==> src/rtl/adc_spi_if.sv <==
// adc_spi_if: serial lines between the ADC reader (master) and the converter side (slave)
interface adc_spi_if;
  logic CONVST;
  logic SCK;
  logic SDI;
  logic SDO;
  modport master(output CONVST, SCK, SDI, input SDO);
  modport slave(input CONVST, SCK, SDI, output SDO);
endinterface

==> src/rtl/adc_spi_responder.sv <==
// adc_spi_responder: converter-side model that latches a sample, waits a fixed conversion time and shifts it out while capturing the config word
module adc_spi_responder #(
  parameter int CONV_CYCLES = 64
) (
  input  logic        clk,
  input  logic        rst_n,
  adc_spi_if.slave    bus,
  input  logic [11:0] sample_in,
  output logic        busy,
  output logic [2:0]  chan,
  output logic [5:0]  cfg_word,
  output logic        cfg_valid,
  output logic        sck_early
);
  localparam int CW = $clog2(CONV_CYCLES);
  typedef enum logic [1:0] {IDLE, CONVERT, READY, SHIFT} state_t;
  state_t state, state_d;
  logic [2:0] conv_q, sck_q;
  logic [1:0] sdi_q;
  logic [CW-1:0] cnt;
  logic [11:0] shift;
  logic [2:0] bit_cnt;
  logic [5:0] cfg_part;
  logic sdo, conv_rise, sck_rise, conv_done, shift_en;
  assign conv_rise = conv_q[1] & ~conv_q[2];
  assign sck_rise = sck_q[1] & ~sck_q[2] & ~conv_rise;
  assign conv_done = state == CONVERT && cnt == CW'(CONV_CYCLES - 1);
  assign shift_en = sck_rise && (state == READY || state == SHIFT);
  assign bus.SDO = sdo;
  // two-flop synchronizers plus a third stage for edge detection
  always_ff @(posedge clk or negedge rst_n)
    if (!rst_n) begin
      conv_q <= '0;
      sck_q <= '0;
      sdi_q <= '0;
    end else begin
      conv_q <= {conv_q[1:0], bus.CONVST};
      sck_q <= {sck_q[1:0], bus.SCK};
      sdi_q <= {sdi_q[0], bus.SDI};
    end
  // state register
  always_ff @(posedge clk or negedge rst_n)
    if (!rst_n) state <= IDLE;
    else state <= state_d;
  // next state; a CONVST rise restarts conversion from any state
  always_comb begin
    state_d = state;
    busy = state == CONVERT;
    state_d = conv_rise ? CONVERT :
              conv_done ? READY :
              (state == READY && sck_rise) ? SHIFT : state;
  end
  // sample shifting, config capture and status pulses
  always_ff @(posedge clk or negedge rst_n)
    if (!rst_n) begin
      cnt <= '0;
      shift <= '0;
      bit_cnt <= '0;
      cfg_part <= '0;
      cfg_word <= '0;
      cfg_valid <= 1'b0;
      sck_early <= 1'b0;
      chan <= '0;
      sdo <= 1'b0;
    end else begin
      cfg_valid <= 1'b0;
      sck_early <= sck_rise && state == CONVERT;
      chan <= cfg_word[4:2];
      if (conv_rise) begin
        shift <= sample_in;
        cnt <= '0;
        bit_cnt <= '0;
        cfg_part <= '0;
        sdo <= 1'b0;
      end else begin
        if (state == CONVERT) cnt <= cnt + 1'b1;
        if (conv_done) sdo <= shift[11];
        if (shift_en) begin
          shift <= {shift[10:0], 1'b0};
          sdo <= shift[10];
          if (bit_cnt < 3'd6) begin
            cfg_part <= {cfg_part[4:0], sdi_q[1]};
            bit_cnt <= bit_cnt + 1'b1;
            if (bit_cnt == 3'd5) begin
              cfg_word <= {cfg_part[4:0], sdi_q[1]};
              cfg_valid <= 1'b1;
            end
          end
        end
      end
    end
endmodule

==> src/flat_wrapper.sv <==
// flat-port wrapper written by rule: the top's interface ports become plain ports
module adc_spi_responder_flat 
#(
  parameter int CONV_CYCLES = 64
)
  (clk, rst_n, sample_in, busy, chan, cfg_word, cfg_valid, sck_early, bus_CONVST, bus_SCK, bus_SDI, bus_SDO);
  adc_spi_if bus_i ();
  input  logic clk;
  input  logic rst_n;
  input  logic [11:0] sample_in;
  output logic busy;
  output logic [2:0] chan;
  output logic [5:0] cfg_word;
  output logic cfg_valid;
  output logic sck_early;
  input wire logic [$bits(bus_i.CONVST)-1:0] bus_CONVST;
  input wire logic [$bits(bus_i.SCK)-1:0] bus_SCK;
  input wire logic [$bits(bus_i.SDI)-1:0] bus_SDI;
  output wire logic [$bits(bus_i.SDO)-1:0] bus_SDO;
  assign bus_i.CONVST = bus_CONVST;
  assign bus_i.SCK = bus_SCK;
  assign bus_i.SDI = bus_SDI;
  assign bus_SDO = bus_i.SDO;
  adc_spi_responder #(.CONV_CYCLES(CONV_CYCLES)) u_core (.clk(clk), .rst_n(rst_n), .bus(bus_i), .sample_in(sample_in), .busy(busy), .chan(chan), .cfg_word(cfg_word), .cfg_valid(cfg_valid), .sck_early(sck_early));
endmodule
==> config.mk <==
export PLATFORM = sky130hd
export DESIGN_NAME = adc_spi_responder_flat
export DESIGN_NICKNAME = d
export VERILOG_FILES = /design/src/rtl/adc_spi_if.sv /design/src/rtl/adc_spi_responder.sv /design/src/flat_wrapper.sv
export SDC_FILE = /design/constraint.sdc
export NUM_CORES = 1
export LEC_CHECK = 0
export CORE_MARGIN = 2
export CORE_UTILIZATION = 52
export CTS_CLUSTER_DIAMETER = 100
export DETAILED_ROUTE_END_ITERATION = 8
export PLACE_DENSITY = 0.87
export SYNTH_ARGS = -nofsm -noshare
export SYNTH_HDL_FRONTEND = slang
export SYNTH_SLANG_ARGS = --single-unit
==> constraint.sdc <==
create_clock -name clk -period 1.9 [get_ports clk]
set_input_delay 0.38 -clock clk [delete_from_list [all_inputs] [get_ports clk]]
set_output_delay 0.38 -clock clk [all_outputs]
set_load 0.05 [all_outputs]
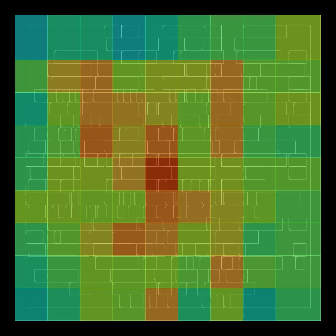
run_1/congestion_map.png
met2 global-route usage: 27.6%
met3 capacity usage during global routing: 5.21%

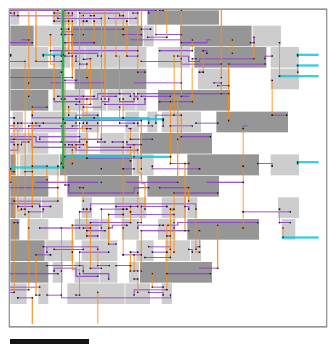
run_1/closeup.png
Bar = 10 µm. Window x 25 to 65, y 0 to 40 µm. Cells in grey, sequential cells in the stronger grey; small squares are vias.
- M2: orange
- M3: cyan
- M4: green
- M1: purple
- sequential cells in the window: 18
- most frequent: dfrtp_1 (18), nor2_1 (8)
- netlist names of flops here include: u_core.cnt (5), u_core.bit_cnt (3), u_core.cfg_part (3)
- cells with their middle in the window: 82

==> impl_results.html, run 1 <==
<h3>Run summary</h3>
<table>
<tr><th>Metric</th><th>Value</th></tr>
<tr><th colspan="2">Clock tree</th></tr>
<tr><td>Worst-case clock buffer depth</td><td>2</td></tr>
<tr><td>Clock tree from TritonCTS</td><td>built</td></tr>
<tr><td>Num CTS Buffers</td><td>5</td></tr>
<tr><td>Htree depth</td><td>2</td></tr>
<tr><td>Source-to-sink clock delay at the later pin of the worst-skew pair</td><td>0.30 ns</td></tr>
<tr><td>Clock sinks</td><td>48</td></tr>
<tr><th colspan="2">Routing</th></tr>
<tr><td>Number of iterations in the first detailed-routing pass</td><td>4</td></tr>
<tr><th colspan="2">Cells and area</th></tr>
<tr><td>Synthesis-to-finish area growth</td><td>23.3%</td></tr>
<tr><td>NumNets Final</td><td>215</td></tr>
<tr><td>Share of the core filled with cells in the final layout</td><td>65.5%</td></tr>
<tr><th colspan="2">Yosys</th></tr>
<tr><td>Number of enable flip-flop cells</td><td>0</td></tr>
<tr><td>Count leader, synth</td><td>sky130_fd_sc_hd__dfrtp_1</td></tr>
<tr><td>Synth Seq Share</td><td>62.7%</td></tr>
<tr><td>Area figure in the yosys stat output</td><td>0.00192 mm²</td></tr>
<tr><td>Top cells by area, synth</td><td>sky130_fd_sc_hd__dfrtp_1, sky130_fd_sc_hd__nand2_1, sky130_fd_sc_hd__a22oi_1</td></tr>
<tr><td>Warnings, synthesis</td><td>0</td></tr>
<tr><th colspan="2">GRT</th></tr>
<tr><td>Vias in the first global route</td><td>1225</td></tr>
<tr><td>Number of antenna violations at the first check in global routing</td><td>0</td></tr>
<tr><td>Global-route wire length before repair</td><td>5400 µm</td></tr>
<tr><th colspan="2">Setup path</th></tr>
<tr><td>Ordered cell list for the critical path</td><td>clkdlybuf4s50_1</td></tr>
<tr><td>Crit path DAT</td><td>1.46 ns</td></tr>
<tr><td>Master of the slowest instance on the critical path</td><td>sky130_fd_sc_hd__clkdlybuf4s50_1</td></tr>
<tr><td>Required time worst endpoint</td><td>1.52 ns</td></tr>
<tr><th colspan="2">Floorplan</th></tr>
<tr><td>Die boundary width</td><td>64.7 µm</td></tr>
<tr><td>Floorplan row count</td><td>22</td></tr>
<tr><td>Die y size</td><td>64.7 µm</td></tr>
<tr><th colspan="2">Power</th></tr>
<tr><td>Leakage power total</td><td>1.16 nW</td></tr>
<tr><td>VDD IR-drop max</td><td>0.588 mV</td></tr>
<tr><th colspan="2">Placement</th></tr>
<tr><td>Worst slack, placed</td><td>0.299 ns</td></tr>
<tr><td>Final HPWL from detailed placement</td><td>2130 µm</td></tr>
<tr><td>Port Buffer Count</td><td>29</td></tr>
<tr><th colspan="2">Timing</th></tr>
<tr><td>Actual slew at the worst max-slew pin</td><td>0.557 ns</td></tr>
<tr><td>Worst setup slack after layout</td><td>0.0560 ns</td></tr>
<tr><td>Final-layout setup total negative slack</td><td>0 ns</td></tr>
<tr><th colspan="2">Outcome</th></tr>
<tr><td>Result of the run</td><td>finished, final reports clean</td></tr>
<tr><th colspan="2">Job</th></tr>
<tr><td>Count of warning messages emitted by the tools</td><td>27</td></tr>
</table>
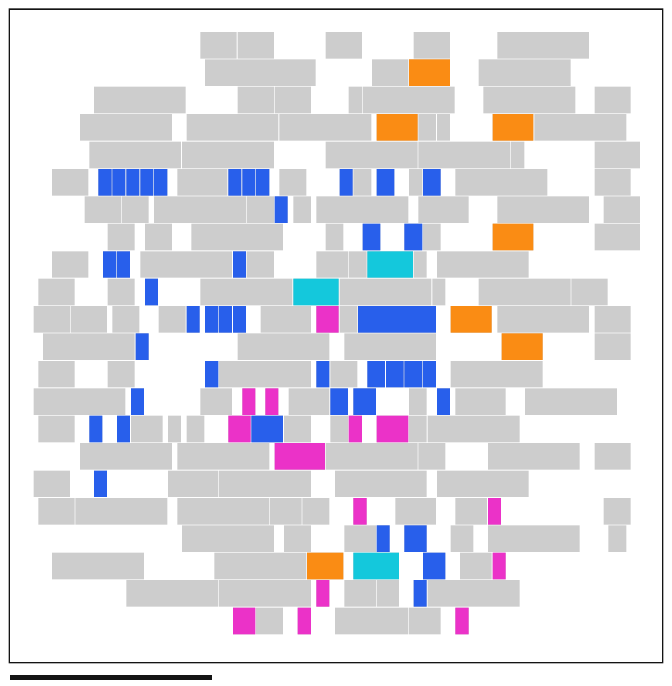
run_1/gates.png
Bar = 20 µm.
- mux cells: orange (cells 7; most used mux2_1)
- nor cells: magenta (cells 14; most used nor2_1)
- fa/ha/maj cells: cyan (cells 3; most used ha_1)
- nand cells: blue (cells 42; most used nand2_1)
most frequently placed logic cell in the final layout: sky130_fd_sc_hd__dfrtp_1
Finished Layout Cells: 244

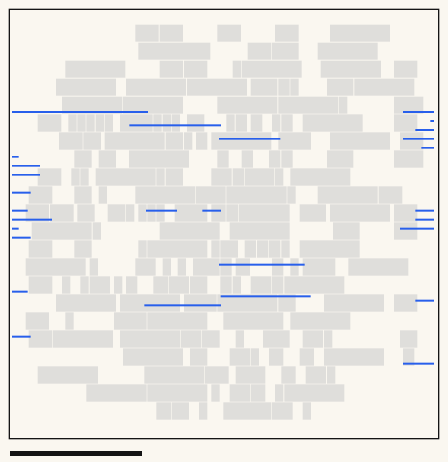
run_1/m3.png
Bar = 20 µm.
- wire length on this layer: 144 µm
- share of all routed wire: 4.8%
routed wire length: 3020 µm
routed vias: 1252

run 1: path summary, 6_finish.rpt:
path	from	to	slack [ns]	cells past startpoint
min in group clk	u_core.sdi_q[0]$_DFF_PN0_	u_core.sdi_q[1]$_DFF_PN0_	0.35	0
worst max register to register	u_core.sck_q[2]$_DFF_PN0_	u_core.cfg_word[3]$_DFFE_PN0P_	0.31	4
max in group asynchronous	rst_n	u_core.shift[1]$_DFFE_PN0P_	1.36	2
worst max-delay path	u_core.cfg_word[4]$_DFFE_PN0P_	cfg_word[4]	0.06	1
worst min-delay path	rst_n	u_core.cnt[5]$_DFFE_PN0P_	0.16	2
worst min register to register	u_core.sdi_q[0]$_DFF_PN0_	u_core.sdi_q[1]$_DFF_PN0_	0.35	0
run 1: state kept, by name, indices dropped and copies added, names as in the netlist:
signal / count
u_core.cfg_part: 5
u_core.bus.SDO: 1
u_core.shift: 12
u_core.cnt: 6
u_core.sdi_q: 2
u_core.sck_early: 1
u_core.state: 2
u_core.bit_cnt: 3
u_core.sck_q: 3
u_core.chan: 3
u_core.cfg_word: 6
u_core.cfg_valid: 1
u_core.conv_q: 3
run 1: cell families after synthesis:
family / count (synthesis) / share of synthesized area (%)
adders and majority gates: 3 / 1.96
muxes: 7 / 4.05
xor gates and xnor gates: 5 / 2.29
AOI/OAI and AO/OA: 25 / 8.75
and+or+nand+nor: 61 / 16.5
DFF: 48 / 62.7
buffers and inverters: 14 / 3.79
run 1: what timing repair did:
| action | in CTS | in global routing |
|---|---|---|
| hold endpoints to repair | 0 | 0 |
| setup endpoints to repair | 0 | 2 |
| resized | 0 | 2 |
| hold buffers | 0 | 0 |
run 1: layout by cell type (no fill, tap or decap), drive strengths merged:
| master | count |
|---|---|
| and4 | 1 |
| o211ai | 1 |
| xnor2 | 1 |
| xor2 | 4 |
| nor4 | 1 |
| dfrtp | 48 |
| nor2 | 9 |
| clkdlybuf4s50 | 24 |
| nand2 | 29 |
| clkbuf | 6 |
| o21ai | 7 |
| o311ai | 1 |
| a311oi | 1 |
| mux2 | 6 |
| buf | 7 |
| nand3 | 8 |
| ha | 3 |
| a22oi | 10 |
| nand4 | 4 |
| and3 | 4 |
| dlymetal6s2s | 2 |
| nor2b | 4 |
| mux2i | 1 |
| a211o | 1 |
| bufinv | 1 |
| inv | 6 |
| a21oi | 4 |
| nand2b | 1 |
| clkinv | 1 |
run 1: final cells by class:
class / instances / area (µm²) / share of cell area, %
Inverter: 6 / 22.5 / 0.954
Multi-Input combinational cell: 101 / 642 / 27.2
Timing Repair Buffer: 33 / 328 / 13.9
Clock inverter: 2 / 35.0 / 1.48
Sequential cell: 48 / 1200 / 50.9
Tap cell: 48 / 60.1 / 2.54
Clock buffer: 6 / 72.6 / 3.07
run 1: routing by layer:
metal	track usage (%)	vias to the layer above	wire, µm
met5	0	-	0
met4	5.59	0	42
met3	5.21	7	143
met2	27.6	29	1450
met1	22.2	597	1380
li1	-	619	-
run 1: power breakdown:
part	internal [mW]	switching [mW]
Combinational	0.0965	0.107
Clock	0.390	0.312
Sequential	1.10	0.0555
run_1/m1.png
Bar = 20 µm. Supply wires on this layer in grey.
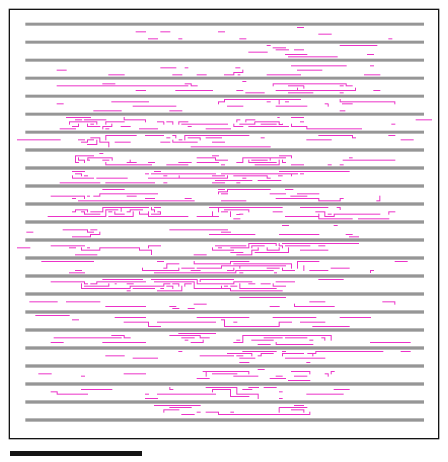

--- run 2 (diff from run 1) ---
- CORE_MARGIN: 2 -> default
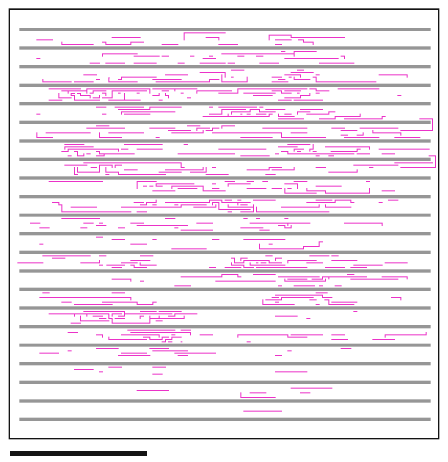
run_2/m1.png
Bar = 20 µm. Supply wires on this layer in grey.
- wire length on this layer: 1400 µm
- main direction: horizontal
- share of all routed wire: 41%
- longest straight run: 14.3 µm
- nets with wire on the layer: 187

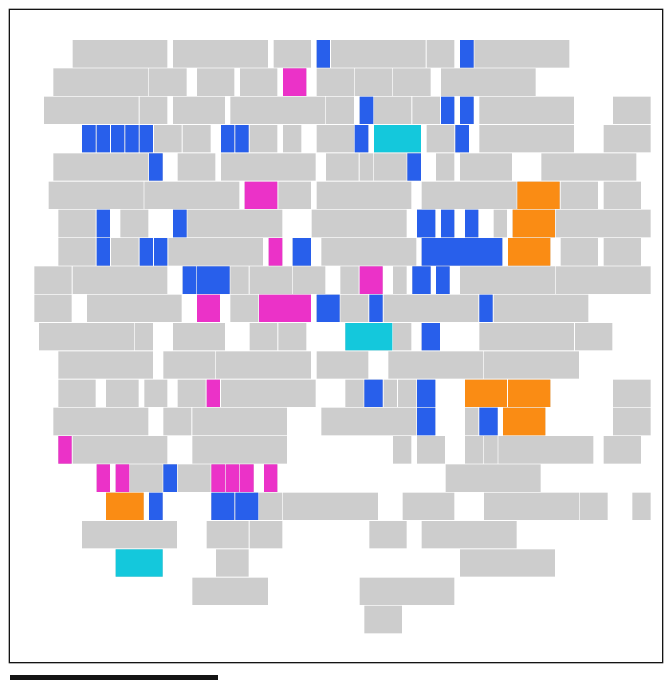
run_2/gates.png
Bar = 20 µm.
- mux cells: orange (cells 7; most used mux2_1)
- nand cells: blue (cells 42; most used nand2_1)
- nor cells: magenta (cells 14; most used nor2_1)
- fa/ha/maj cells: cyan (cells 3; most used ha_1)
multi-input gate share of total cell area: 27.3%
Finished Layout Cells: 242

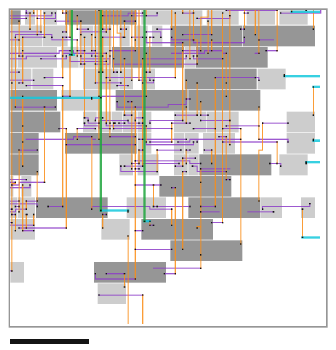
run_2/closeup.png
Bar = 10 µm. Window x 23 to 63, y 0 to 40 µm. Cells in grey, sequential cells in the stronger grey; small squares are vias.

==> impl_results.html, run 2 <==
<h3>Run summary</h3>
<table>
<tr><th>Metric</th><th>Value</th></tr>
<tr><th colspan="2">Yosys</th></tr>
<tr><td>XOR-XNOR Cells, Area Fraction</td><td>2.29%</td></tr>
<tr><td>Complex-gate fraction of the synthesized area</td><td>8.75%</td></tr>
<tr><td>Synth Seq Share</td><td>62.7%</td></tr>
<tr><td>Post-synth mux share</td><td>4.05%</td></tr>
<tr><td>Area figure in the yosys stat output</td><td>0.00192 mm²</td></tr>
<tr><td>Count leader, synth</td><td>sky130_fd_sc_hd__dfrtp_1</td></tr>
<tr><td>Yosys simple share</td><td>16.5%</td></tr>
<tr><th colspan="2">Setup path</th></tr>
<tr><td>R2R Path Start</td><td>u_core.sck_q[2]$_DFF_PN0_</td></tr>
<tr><td>Launch point of the critical path</td><td>u_core.cfg_word[4]$_DFFE_PN0P_</td></tr>
<tr><td>Depth of the critical timing path with buffers and inverters included</td><td>1</td></tr>
<tr><td>Ordered cell list for the critical path</td><td>clkdlybuf4s50_1</td></tr>
<tr><td>Depth of the worst register-to-register path</td><td>4</td></tr>
<tr><td>End point of the critical path</td><td>cfg_word[4]</td></tr>
<tr><td>Worst R2R End</td><td>u_core.cfg_word[3]$_DFFE_PN0P_</td></tr>
<tr><td>Setup slack of the worst register-to-register path</td><td>0.33 ns</td></tr>
<tr><td>Crit path DAT</td><td>1.48 ns</td></tr>
<tr><th colspan="2">Clock tree</th></tr>
<tr><td>Count of instances resized after the clock tree is built</td><td>0</td></tr>
<tr><td>Htree depth</td><td>2</td></tr>
<tr><td>Worst-case clock buffer depth</td><td>2</td></tr>
<tr><th colspan="2">GRT</th></tr>
<tr><td>Vias in the first global route</td><td>1303</td></tr>
<tr><td>Global-route wire length before repair</td><td>5900 µm</td></tr>
<tr><td>Number of antenna violations at the first check in global routing</td><td>0</td></tr>
<tr><th colspan="2">Routing</th></tr>
<tr><td>Routed wire length</td><td>3430 µm</td></tr>
<tr><td>Number of iterations in the first detailed-routing pass</td><td>4</td></tr>
<tr><th colspan="2">Placement</th></tr>
<tr><td>Port Buffer Count</td><td>29</td></tr>
<tr><td>Final HPWL from detailed placement</td><td>2450 µm</td></tr>
<tr><td>Worst slack, placed</td><td>0.325 ns</td></tr>
<tr><th colspan="2">Cells and area</th></tr>
<tr><td>NumNets Final</td><td>215</td></tr>
<tr><td>Most used cells in the layout excluding fill and tap cells</td><td>sky130_fd_sc_hd__dfrtp_1, sky130_fd_sc_hd__nand2_1, sky130_fd_sc_hd__clkdlybuf4s50_1</td></tr>
<tr><td>Most frequently placed logic cell in the final layout</td><td>sky130_fd_sc_hd__dfrtp_1</td></tr>
<tr><td>Number of flip-flops in the largest register</td><td>12</td></tr>
<tr><th colspan="2">Floorplan</th></tr>
<tr><td>Die boundary width</td><td>62.7 µm</td></tr>
<tr><th colspan="2">Power</th></tr>
<tr><td>VDD IR-drop max</td><td>0.563 mV</td></tr>
<tr><td>Leakage power total</td><td>1.13 nW</td></tr>
<tr><th colspan="2">Outcome</th></tr>
<tr><td>Result of the run</td><td>finished, final reports clean</td></tr>
<tr><th colspan="2">Timing</th></tr>
<tr><td>Actual slew at the worst max-slew pin</td><td>0.572 ns</td></tr>
<tr><td>Final-layout setup total negative slack</td><td>0 ns</td></tr>
<tr><td>Worst setup slack after layout</td><td>0.0404 ns</td></tr>
</table>
## run 2: layout make-up
class	count	area [µm²]	area share, %
Clock buffer	6	82.6	3.52
Tap cell	46	57.6	2.45
Inverter	6	22.5	0.959
Timing Repair Buffer	33	328	14.0
Clock inverter	2	15.0	0.639
Sequential cell	48	1200	51.1
Multi-Input combinational cell	101	642	27.3
## run 2: logic make-up (layout without fill, tap and decap cells)
kind of cell	after synthesis	after routing
xor+xnor	5	5
simple gates	61	61
compound gates	25	25
buf+inv	14	47
mux	7	7
fa+ha+maj	3	3
flops	48	48
## run 2: metrics by stage
stage | hold slack (ns) | instances | power (mW) | utilization [%]
floorplan | 0.0844 | 163 | 1.29 | -
finish | 0.162 | 242 | 1.99 | 68.2
detailed placement | 0.347 | 234 | 1.38 | 65.3
global route | 0.221 | 242 | 2.07 | 68.2
global placement | 0.336 | 234 | 1.36 | 65.3
CTS | 0.183 | 242 | 2.00 | 68.2
## run 2: worst min path at each step
stage	startpoint	cells after the start	to	slack [ns]
global placement	u_core.conv_q[0]$_DFF_PN0_	0	u_core.conv_q[1]$_DFF_PN0_	0.34
detailed placement	u_core.sck_q[0]$_DFF_PN0_	0	u_core.sck_q[1]$_DFF_PN0_	0.35
finish	rst_n	2	u_core.chan[0]$_DFF_PN0_	0.16
floorplan	rst_n	0	u_core.bit_cnt[0]$_DFFE_PN0P_	0.08
global route	rst_n	2	u_core.cfg_word[0]$_DFFE_PN0P_	0.22
CTS	rst_n	2	u_core.cfg_word[5]$_DFFE_PN0P_	0.18
## run 2: power by group
part           total, mW  internal (mW)  switching, mW  leakage (nW)
registers           1.16           1.10         0.0602         0.619
logic              0.206         0.0973          0.108         0.469
clock network      0.620          0.294          0.326        0.0434
total               1.99           1.49          0.495          1.13
## run 2: per-layer routing
metal | vias to the layer above | wire (µm) | GRT usage [%] | part of all wire (%)
li1 | 617 | - | - | -
met2 | 35 | 1800 | 33.8 | 52
met1 | 644 | 1400 | 22.7 | 41
met4 | 0 | 108 | 9.01 | 3.1
met3 | 11 | 125 | 4.56 | 3.6
met5 | - | 0 | 0 | 0
run_2/congestion_map.png
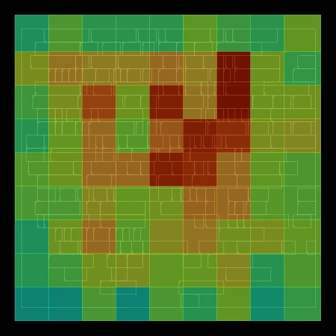

--- run 3 (diff from run 2) ---
- CORE_MARGIN: default -> 1.5
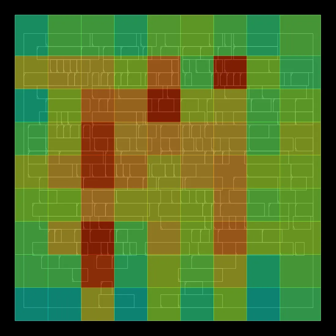
run_3/congestion_map.png
busiest metal layer after global routing: met2
GRT Resource Usage Total: 19.4%

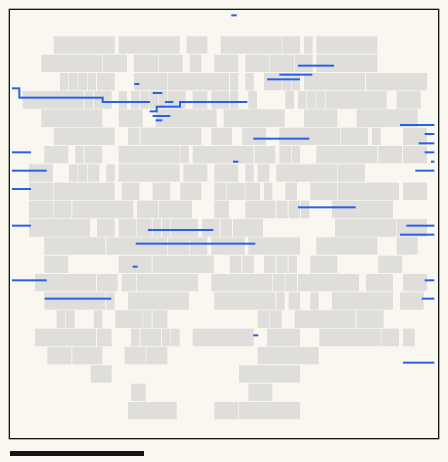
run_3/m3.png
Bar = 20 µm.
- longest straight run: 17.5 µm
- share of all routed wire: 4.6%

==> impl_results.html, run 3 <==
<h3>Run summary</h3>
<table>
<tr><th>Metric</th><th>Value</th></tr>
<tr><th colspan="2">Outcome</th></tr>
<tr><td>Result of the run</td><td>finished, final reports clean</td></tr>
<tr><th colspan="2">Setup path</th></tr>
<tr><td>Required time worst endpoint</td><td>1.52 ns</td></tr>
<tr><td>Master of the slowest instance on the critical path</td><td>sky130_fd_sc_hd__clkdlybuf4s50_1</td></tr>
<tr><th colspan="2">Power</th></tr>
<tr><td>Power share of the clock group</td><td>29.3%</td></tr>
<tr><td>Proportion of power drawn by flip-flops and latches</td><td>60.0%</td></tr>
<tr><td>Sw Pwr</td><td>0.490 mW</td></tr>
<tr><td>Share of power burned in combinational logic</td><td>10.8%</td></tr>
<tr><th colspan="2">Timing</th></tr>
<tr><td>Actual slew at the worst max-slew pin</td><td>0.575 ns</td></tr>
<tr><td>Final-layout setup total negative slack</td><td>0 ns</td></tr>
<tr><th colspan="2">Clock tree</th></tr>
<tr><td>Clock tree from TritonCTS</td><td>built</td></tr>
<tr><td>Clock sinks</td><td>48</td></tr>
<tr><td>Num CTS Buffers</td><td>5</td></tr>
<tr><td>Worst-case clock buffer depth</td><td>2</td></tr>
<tr><td>Number of buffers inserted for hold repair after clock tree synthesis</td><td>0</td></tr>
<tr><th colspan="2">GRT</th></tr>
<tr><td>Global-route wire length before repair</td><td>5990 µm</td></tr>
<tr><td>Number of antenna violations at the first check in global routing</td><td>0</td></tr>
<tr><th colspan="2">Placement</th></tr>
<tr><td>Port Buffer Count</td><td>29</td></tr>
<tr><th colspan="2">Cells and area</th></tr>
<tr><td>Most frequently placed logic cell in the final layout</td><td>sky130_fd_sc_hd__dfrtp_1</td></tr>
<tr><td>Finished Layout Cells</td><td>241</td></tr>
<tr><td>Synthesis-to-finish area growth</td><td>21.7%</td></tr>
<tr><td>NumNets Final</td><td>215</td></tr>
<tr><th colspan="2">Yosys</th></tr>
<tr><td>Top cells by area, synth</td><td>sky130_fd_sc_hd__dfrtp_1, sky130_fd_sc_hd__nand2_1, sky130_fd_sc_hd__a22oi_1</td></tr>
<tr><th colspan="2">Routing</th></tr>
<tr><td>Routed vias</td><td>1310</td></tr>
</table>
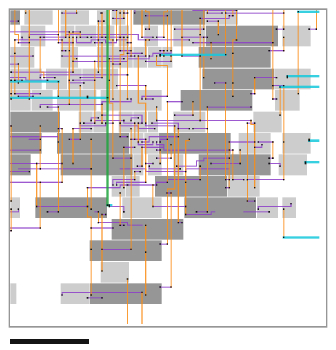
run_3/closeup.png
Bar = 10 µm. Window x 24 to 64, y 0 to 40 µm. Cells in grey, sequential cells in the stronger grey; small squares are vias.
- M3: cyan
- M1: purple
- M4: green
- M2: orange
- cells with their middle in the window: 69
- netlist names of flops here include: u_core.cfg_part (4), u_core.cfg_word (4), u_core.bit_cnt (2)
- sequential cells in the window: 16
- most frequent: dfrtp_1 (16), clkdlybuf4s50_1 (8), nand3_1 (7)

run 3: netlist changes by cell type in the layout (fill, tap and decap cells not counted), sizes merged:
cell           change
clkdlybuf4s50      -1
clkbuf             -1
dlygate4sd2        +1
clkinvlp           -1
clkinv             +1
run 3: cell type report:
type,count,area [µm²],area share [%]
flip-flops and latches,48,1200,51.5
multi-input cells,101,642,27.5
repair buffers,33,327,14.0
clock buffers,5,68.8,2.95
well taps,46,57.6,2.47
inverters,6,22.5,0.966
clock inverters,2,12.5,0.537
run 3: power groups by stage:
stage               clock network [mW]  logic, mW  registers (mW)
floorplan                            0      0.113            1.17
global placement                     0      0.196            1.17
detailed placement                   0      0.210            1.18
CTS                              0.581      0.212            1.16
global route                     0.619      0.241            1.17
finish                           0.567      0.208            1.16
run 3: cells by family (layout without fill, tap and decap cells):
family / after synthesis / in the layout / synth area share (%)
adder cells (fa/ha/maj): 3 / 3 / 1.96
AND-OR/OR-AND: 25 / 25 / 8.75
flip-flops: 48 / 48 / 62.7
multiplexers: 7 / 7 / 4.05
XOR/XNOR: 5 / 5 / 2.29
AND/OR/NAND/NOR: 61 / 61 / 16.5
buffers and inverters: 14 / 46 / 3.79
run 3: stage by stage:
stage	setup WS, ns	area (µm²)
6_report	0.0335	2330
5_1_grt	0.00174	2330
4_1_cts	0.0206	2330
3_5_place_dp	0.304	2250
3_3_place_gp	0.376	2250
2_1_floorplan	0.525	1920
run 3: worst paths after layout:
kind | from | endpoint | slack, ns | cells after the start
setup reg to reg | u_core.sck_q[2]$_DFF_PN0_ | u_core.cfg_word[3]$_DFFE_PN0P_ | 0.30 | 4
setup / recovery | u_core.bus.SDO$_DFFE_PN0P_ | bus_SDO | 0.03 | 1
min in group clk | u_core.conv_q[0]$_DFF_PN0_ | u_core.conv_q[1]$_DFF_PN0_ | 0.35 | 0
hold / removal | rst_n | u_core.chan[0]$_DFF_PN0_ | 0.16 | 2
hold reg to reg | u_core.conv_q[0]$_DFF_PN0_ | u_core.conv_q[1]$_DFF_PN0_ | 0.35 | 0
max in group asynchronous | rst_n | u_core.cfg_word[2]$_DFFE_PN0P_ | 1.35 | 2
run 3: routing by layer:
metal  global-route usage, %  vias up  wire length [µm]
met2                    31.7       43              1750
met4                    10.3        0               101
li1                        -      620                 -
met3                    4.64       12               156
met1                    23.9      635              1430
met5                       0        -                 0
run 3: what timing repair did:
action	in CTS	in global routing
resized	1	1
endpoints found under the setup margin	1	1
gates cloned	0	0
endpoints found under the hold margin	0	0
setup buffers	0	0
Power and IR drop assume default switching activity.
